**src/rtl/n_mem_loader_pkg.sv**
```systemverilog
// rtl/n_mem_loader_pkg.sv - shared modulus memory geometry and loader state encoding
package n_mem_loader_pkg;

  localparam int DATA_WIDTH = 32;
  localparam int ADDR_WIDTH = 7;
  localparam int TOTAL_ADDR = 128;

  typedef enum logic [1:0] {
    ST_IDLE   = 2'd0,
    ST_LOAD   = 2'd1,
    ST_VERIFY = 2'd2,
    ST_DONE   = 2'd3
  } state_t;

endpackage

```
**src/rtl/n_mem_loader_if.sv**
```systemverilog
// rtl/n_mem_loader_if.sv - source word stream and N RAM port bundle for the loader
interface n_mem_loader_if;
  import n_mem_loader_pkg::*;

  logic                  in_valid;
  logic [DATA_WIDTH-1:0] in_data;
  logic                  in_ready;
  logic [ADDR_WIDTH-1:0] user_addr;
  logic [ADDR_WIDTH-1:0] mem_address;
  logic [DATA_WIDTH-1:0] mem_data;
  logic                  mem_wren;
  logic [DATA_WIDTH-1:0] mem_q;

  // Loader side: consumes the stream, drives the RAM.
  modport slave (
    input  in_valid, in_data, user_addr, mem_q,
    output in_ready, mem_address, mem_data, mem_wren
  );

  // Environment side: word source, consumer address and the RAM itself.
  modport master (
    output in_valid, in_data, user_addr, mem_q,
    input  in_ready, mem_address, mem_data, mem_wren
  );

endinterface

```
**src/rtl/n_mem_loader.sv**
```systemverilog
// rtl/n_mem_loader.sv - streams N into the modulus RAM; read-back check under N_MEM_LOADER_VERIFY_EN
module n_mem_loader
  import n_mem_loader_pkg::*;
(
  input  logic                clock,
  input  logic                reset,
  input  logic                start,
  n_mem_loader_if.slave       bus,
  output logic                busy,
  output logic                done,
  output logic [ADDR_WIDTH:0] word_count,
  output logic                verify_err
);

  localparam logic [ADDR_WIDTH:0] LAST_WORD  = (ADDR_WIDTH+1)'(TOTAL_ADDR - 1);
  localparam logic [ADDR_WIDTH:0] FULL_COUNT = (ADDR_WIDTH+1)'(TOTAL_ADDR);

  state_t                state;
  logic [ADDR_WIDTH-1:0] wr_addr_q;
  logic [DATA_WIDTH-1:0] wr_data_q;
  logic                  wr_en_q;
  logic                  accept;
  logic                  sel_wr;
  logic [ADDR_WIDTH-1:0] int_addr;

`ifdef N_MEM_LOADER_VERIFY_EN
  logic [DATA_WIDTH-1:0] xor_w;
  logic [DATA_WIDTH-1:0] xor_r;
  logic [ADDR_WIDTH-1:0] rd_addr;
  logic [ADDR_WIDTH:0]   rd_cnt;
  logic                  rd_p1;
  logic                  rd_p2;
  logic                  last_p1;
  logic                  last_p2;

  // A pending write always owns the port; reads only go out on idle write cycles.
  assign int_addr = wr_en_q ? wr_addr_q : rd_addr;
`else
  assign int_addr   = wr_addr_q;
  assign verify_err = 1'b0;
`endif

  assign bus.in_ready    = (state == ST_LOAD);
  assign accept          = bus.in_valid & (state == ST_LOAD);
  assign busy            = (state != ST_IDLE) & (state != ST_DONE);
  // The consumer keeps the port until the final write has left the pipeline.
  assign sel_wr          = (state == ST_LOAD) | (state == ST_VERIFY) | wr_en_q;
  assign bus.mem_address = sel_wr ? int_addr : bus.user_addr;
  assign bus.mem_wren    = wr_en_q;
  assign bus.mem_data    = wr_data_q;

  // Load FSM: accepts words, registers one write per accept, then (optionally) re-reads the image.
  always_ff @(posedge clock) begin
    if (reset) begin
      state      <= ST_IDLE;
      wr_addr_q  <= '0;
      wr_data_q  <= '0;
      wr_en_q    <= 1'b0;
      done       <= 1'b0;
      word_count <= '0;
`ifdef N_MEM_LOADER_VERIFY_EN
      xor_w      <= '0;
      xor_r      <= '0;
      rd_addr    <= '0;
      rd_cnt     <= '0;
      rd_p1      <= 1'b0;
      rd_p2      <= 1'b0;
      last_p1    <= 1'b0;
      last_p2    <= 1'b0;
      verify_err <= 1'b0;
`endif
    end else begin
      wr_en_q <= 1'b0;
`ifdef N_MEM_LOADER_VERIFY_EN
      // Two-stage tag pipeline matching the RAM's address-to-q latency.
      rd_p1   <= 1'b0;
      last_p1 <= 1'b0;
      rd_p2   <= rd_p1;
      last_p2 <= last_p1;
`endif
      case (state)
        ST_IDLE, ST_DONE: begin
          // done rises one cycle after the last write has been issued.
          if (state == ST_DONE) done <= 1'b1;
          if (start) begin
            state      <= ST_LOAD;
            word_count <= '0;
            done       <= 1'b0;
`ifdef N_MEM_LOADER_VERIFY_EN
            xor_w      <= '0;
            xor_r      <= '0;
            rd_addr    <= '0;
            rd_cnt     <= '0;
            verify_err <= 1'b0;
`endif
          end
        end
        ST_LOAD: begin
          if (accept && (word_count != FULL_COUNT)) begin
            wr_addr_q  <= word_count[ADDR_WIDTH-1:0];
            wr_data_q  <= bus.in_data;
            wr_en_q    <= 1'b1;
            word_count <= word_count + 1'b1;
`ifdef N_MEM_LOADER_VERIFY_EN
            xor_w      <= xor_w ^ bus.in_data;
            if (word_count == LAST_WORD) state <= ST_VERIFY;
`else
            if (word_count == LAST_WORD) state <= ST_DONE;
`endif
          end
        end
`ifdef N_MEM_LOADER_VERIFY_EN
        ST_VERIFY: begin
          if (!wr_en_q && (rd_cnt != FULL_COUNT)) begin
            rd_addr <= rd_addr + 1'b1;
            rd_cnt  <= rd_cnt + 1'b1;
            rd_p1   <= 1'b1;
            last_p1 <= (rd_cnt == LAST_WORD);
          end
          if (rd_p2) begin
            xor_r <= xor_r ^ bus.mem_q;
            if (last_p2) begin
              verify_err <= ((xor_r ^ bus.mem_q) != xor_w);
              done       <= 1'b1;
              state      <= ST_DONE;
            end
          end
        end
`endif
        default: state <= ST_IDLE;
      endcase
    end
  end

endmodule

```
**src/flat_wrapper.sv**
```systemverilog
// flat-port wrapper written by rule: the top's interface ports become plain ports
module n_mem_loader_flat import n_mem_loader_pkg::*;
  (clock, reset, start, busy, done, word_count, verify_err, bus_in_valid, bus_in_data, bus_user_addr, bus_mem_q, bus_in_ready, bus_mem_address, bus_mem_data, bus_mem_wren);
  n_mem_loader_if bus_i ();
  input  logic clock;
  input  logic reset;
  input  logic start;
  output logic busy;
  output logic done;
  output logic [ADDR_WIDTH:0] word_count;
  output logic verify_err;
  input wire logic [$bits(bus_i.in_valid)-1:0] bus_in_valid;
  input wire logic [$bits(bus_i.in_data)-1:0] bus_in_data;
  input wire logic [$bits(bus_i.user_addr)-1:0] bus_user_addr;
  input wire logic [$bits(bus_i.mem_q)-1:0] bus_mem_q;
  output wire logic [$bits(bus_i.in_ready)-1:0] bus_in_ready;
  output wire logic [$bits(bus_i.mem_address)-1:0] bus_mem_address;
  output wire logic [$bits(bus_i.mem_data)-1:0] bus_mem_data;
  output wire logic [$bits(bus_i.mem_wren)-1:0] bus_mem_wren;
  assign bus_i.in_valid = bus_in_valid;
  assign bus_i.in_data = bus_in_data;
  assign bus_i.user_addr = bus_user_addr;
  assign bus_i.mem_q = bus_mem_q;
  assign bus_in_ready = bus_i.in_ready;
  assign bus_mem_address = bus_i.mem_address;
  assign bus_mem_data = bus_i.mem_data;
  assign bus_mem_wren = bus_i.mem_wren;
  n_mem_loader u_core (.clock(clock), .reset(reset), .start(start), .bus(bus_i), .busy(busy), .done(done), .word_count(word_count), .verify_err(verify_err));
endmodule
```
**config.mk**
```make
export PLATFORM = sky130hd
export DESIGN_NAME = n_mem_loader_flat
export DESIGN_NICKNAME = d
export VERILOG_FILES = /design/src/rtl/n_mem_loader_pkg.sv /design/src/rtl/n_mem_loader_if.sv /design/src/rtl/n_mem_loader.sv /design/src/flat_wrapper.sv
export SDC_FILE = /design/constraint.sdc
export NUM_CORES = 1
export LEC_CHECK = 0
export CORE_ASPECT_RATIO = 1.25
export CORE_MARGIN = 5
export CORE_UTILIZATION = 25
export DETAILED_ROUTE_END_ITERATION = 8
export GPL_TIMING_DRIVEN = 0
export SLEW_MARGIN = 20
export SYNTH_ARGS = -nofsm -noshare
export SYNTH_HDL_FRONTEND = slang
export SYNTH_SLANG_ARGS = --single-unit
```
**constraint.sdc**
```tcl
create_clock -name clock -period 1.65 [get_ports clock]
set_input_delay 0.165 -clock clock [delete_from_list [all_inputs] [get_ports clock]]
set_output_delay 0.165 -clock clock [all_outputs]
set_load 0.02 [all_outputs]
```
Run 1, port wiring:
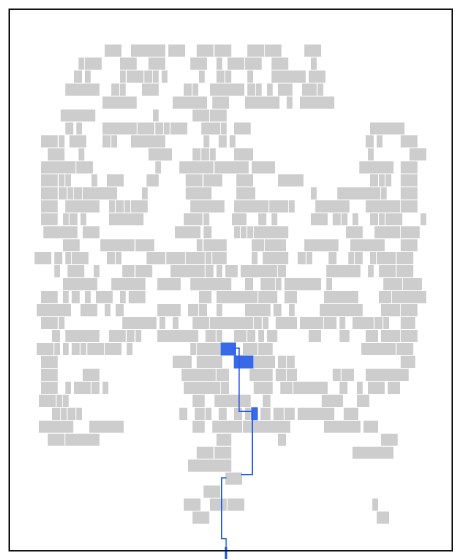
Blue is bus_in_valid, bits 1, direction input, edge bottom, end cells 3, buffers 1, wire 49.6 um.

Run 1, gate-type map:
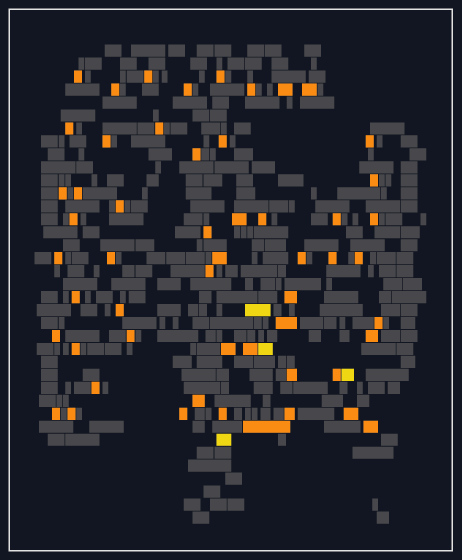
Orange is inverting AOI/OAI gates, cells 54, most used a21oi_1. Yellow is AND-OR and OR-AND gates, cells 4.

Run 1, metal layers overlaid:
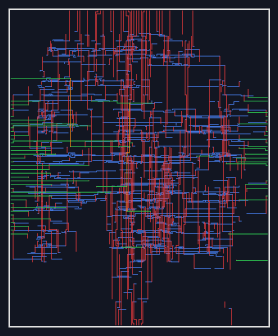
Red is metal 2, wire length 3350 um. Green is metal 3, wire length 649 um. Blue is metal 1, wire length 2860 um. Orange is metal 4, wire length 64.2 um.

==> impl_metrics.py, run 1 <==
# Generated from Yosys and OpenROAD reports
metrics = {
    "outcome": {
        "status": "finished with violations",
        "failed_checks": "setup timing",
    },
    "layout": {
        "seq_cells": 51,
        "fin_nets": 457,
        "clock_area_share_pct": 2.39,
        "lay_top_cells": "clkdlybuf4s50_1, nand2_1, dfxtp_1",
        "sh_comb_area_pct": 31.7,
        "buf_share_pct": 33.4,
        "nFillCells": 835,
    },
    "yosys": {
        "ys_ff": 51,
        "xor_share_pct": 0.411,
        "mappedNetlistArea_um2": 2130,
        "ys_seq_share_pct": 47.9,
        "syn_inst": 260,
    },
    "floorplan": {
        "nWellTaps": 97,
        "die_w_um": 92.6,
        "num_rows": 37,
        "io-pin-count": 127,
    },
    "power": {
        "power_frac_comb_pct": 40.0,
        "top_power_group": "combinational logic",
    },
    "sta": {
        "finalSetupTns_ns": -2.85,
        "finalSetupViolations": 14,
        "layout_setup_ws_ns": -0.284,
        "rsz0062_at_grt": "true",
        "finalClockPeriodUsage_pct": 117,
        "finalCriticalPeriod_ns": 1.93,
        "tightest_slew_ns": 0.565,
    },
    "place": {
        "dp_slack_ns": -0.503,
    },
    "min_path": {
        "whs_path_depth": 2,
    },
    "worst_setup_path": {
        "r2r-start": "u_core.state[0]",
        "cp-startpoint": "u_core.state[0]",
        "reg2reg_to": "u_core.word_count[2]",
        "reg2reg_slack_ns": -0.22,
        "path_cells": "inv_2 > ha_4 > inv_2 > nor2_4 > buf_12 > buf_6 > mux2_4 > buf_6",
        "worstPathMaxFanout": 6,
    },
    "cts": {
        "cts-root-buf": "clkbuf_8",
        "clkTransAtPathRegs_ns": 0.09,
    },
    "job": {
        "maxCapViolCount": 0,
    },
    "routing": {
        "wl_um": 6920,
        "drt_iter0_drc": 56,
        "wire_per_inst_um": 14.6,
    },
}
[run 1: metal layers]
metal  vias to the layer above  routed length [um]  track usage, %
met5                         -                   0               0
met3                         6                 649            5.78
met4                         0                  64            2.68
met1                       979                2860            14.4
met2                        68                3350            22.1
li1                       1100                   -               -
[run 1: worst max path at each step]
| stage | cells past startpoint | slack, ns | end |
|---|---|---|---|
| floorplan | 7 | -0.007 | u_core.word_count[2] |
| global placement | 6 | -0.51 | bus_mem_address[4] |
| detailed placement | 6 | -0.50 | bus_mem_address[2] |
| CTS | 8 | -0.29 | bus_mem_address[3] |
| global route | 8 | -0.35 | bus_mem_address[3] |
| finish | 8 | -0.28 | bus_mem_address[3] |
--- run 2 (diff from run 1) ---
CTS_CLUSTER_DIAMETER = 60   (was unset)
Run 2, metal layers overlaid:
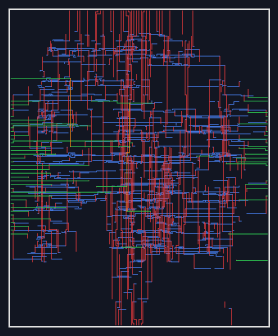
Blue is metal 1, wire length 2860 um. Orange is metal 4, wire length 64.2 um. Red is metal 2, wire length 3350 um. Green is metal 3, wire length 649 um.

==> run 2 against run 1 <==
The run still ends with setup timing left. Critical path depth is the same. Clock-buffer cell count unchanged. Sequential share of layout area is the same. Register-to-register slack hardly changed. Maximum frequency stayed put. Hold slack unchanged. Global-route usage unchanged. Utilization is the same.
==> impl_metrics.py, run 2 <==
# Generated from Yosys and OpenROAD reports
metrics = {
    "power": {
        "pg_comb_mw": 1.41,
        "power_clock_mw": 0.745,
        "p_seq_mw": 1.36,
        "pwr-share-seq_pct": 38.8,
        "power_frac_comb_pct": 40.0,
        "p_per_area_nw_per_um2": 959,
        "top_power_group": "combinational logic",
    },
    "sta": {
        "finalClockPeriodUsage_pct": 117,
        "slew_violations": 0,
        "tightest_slew_ns": 0.565,
        "rsz0062_at_grt": "true",
        "layout_setup_ws_ns": -0.284,
        "finalSetupTns_ns": -2.85,
        "finalCriticalPeriod_ns": 1.93,
        "finalSetupViolations": 14,
    },
    "outcome": {
        "status": "finished with violations",
        "failed_checks": "setup timing",
    },
    "routing": {
        "wl_um": 6920,
        "drt_iter0_drc": 56,
        "wire_per_inst_um": 14.6,
        "ant_nets": 0,
        "dr.pass1.iters": 4,
    },
    "layout": {
        "fin_nets": 457,
        "biggestCellCategory": "non-clock buffers",
        "seq_cells": 51,
        "lay_top_count": "clkdlybuf4s50_1",
        "buf_share_pct": 33.4,
        "combGateArea_um2": 1160,
        "sh_comb_area_pct": 31.7,
        "antenna_cells": 0,
        "post-route-util_pct": 44.3,
        "clock_area_share_pct": 2.39,
        "lay_top_cells": "clkdlybuf4s50_1, nand2_1, dfxtp_1",
        "nFillCells": 835,
    },
    "place": {
        "placed_cell_area_um2": 3240,
        "routabilityCongestion": 0.747,
        "dp_slack_ns": -0.503,
        "portBuffers": 92,
    },
    "cts": {
        "htree_levels": 2,
        "cts-hold-fix-buffers": 0,
        "cts-root-buf": "clkbuf_8",
        "clkTransAtPathRegs_ns": 0.09,
        "cts.repair.resized": 63,
        "tritoncts": "built",
        "cts_max_path_buffers": 2,
    },
    "worst_setup_path": {
        "path_cells": "inv_2 > ha_4 > inv_2 > nor2_4 > buf_12 > buf_6 > mux2_4 > buf_6",
        "worst_path_max_delay_cell": "dfxtp_4",
        "crit_path_max_incr_delay_ns": 0.36,
        "worstPathMaxFanout": 6,
        "worst_ep_arrival_time_ns": 1.77,
        "start_kind": "flip-flop",
        "worst-path-buf-inv": 5,
    },
    "yosys": {
        "synthTopLogicFamily": "simple AND/OR/NAND/NOR gates",
        "mappedNetlistArea_um2": 2130,
        "xor_share_pct": 0.411,
        "syn_inst": 260,
        "synth-edff-count": 0,
        "post_synth_num_cell_types": 35,
        "ys_cells": 260,
        "ys_seq_share_pct": 47.9,
        "adder_share_pct": 3.52,
        "ys_area_um2": 2130,
        "yosysTopAreaCellShare_pct": 47.9,
        "ys_ff": 51,
    },
    "floorplan": {
        "nWellTaps": 97,
        "io-pin-count": 127,
        "die_w_um": 92.6,
        "num_rows": 37,
        "core_util_floorplan_pct": 25.7,
    },
    "min_path": {
        "hold_class": "in2reg",
    },
    "grt": {
        "grt_pass1_wl_um": 10800,
        "first_global_vias": 2151,
    },
    "job": {
        "maxCapViolCount": 0,
    },
}
Run 2, clock distribution:
Bar = 20 um.
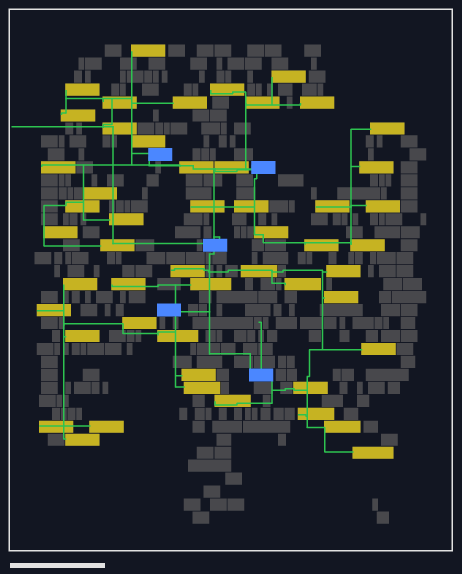
Green is clock wires, length 714 um. Yellow is flip-flops, count 51. Blue is clock drivers, count 5.
There are 6 routed clock nets.

## run 2: cell counts in the layout (fill, tap and decap cells not counted)
No cell type changed its count.
## run 2: worst paths after layout
path | startpoint | to | slack, ns | depth (start not counted)
setup reg to reg | u_core.state[0] | u_core.word_count[2] | -0.22 | 8
hold / removal | reset | u_core.done | 0.28 | 2
setup / recovery | u_core.state[0] | bus_mem_address[3] | -0.28 | 8
hold reg to reg | u_core.bus.mem_data[12] | u_core.bus.mem_data[12] | 0.46 | 2
## run 2: metal layers
| layer | global-route usage [%] | share of wire, % | vias to the layer above |
|---|---|---|---|
| met2 | 22.1 | 48 | 68 |
| met5 | 0 | 0 | - |
| met3 | 5.78 | 9.4 | 6 |
| met1 | 14.4 | 41 | 979 |
| met4 | 2.68 | 0.92 | 0 |
| li1 | - | - | 1100 |
Power and IR drop assume default switching activity.
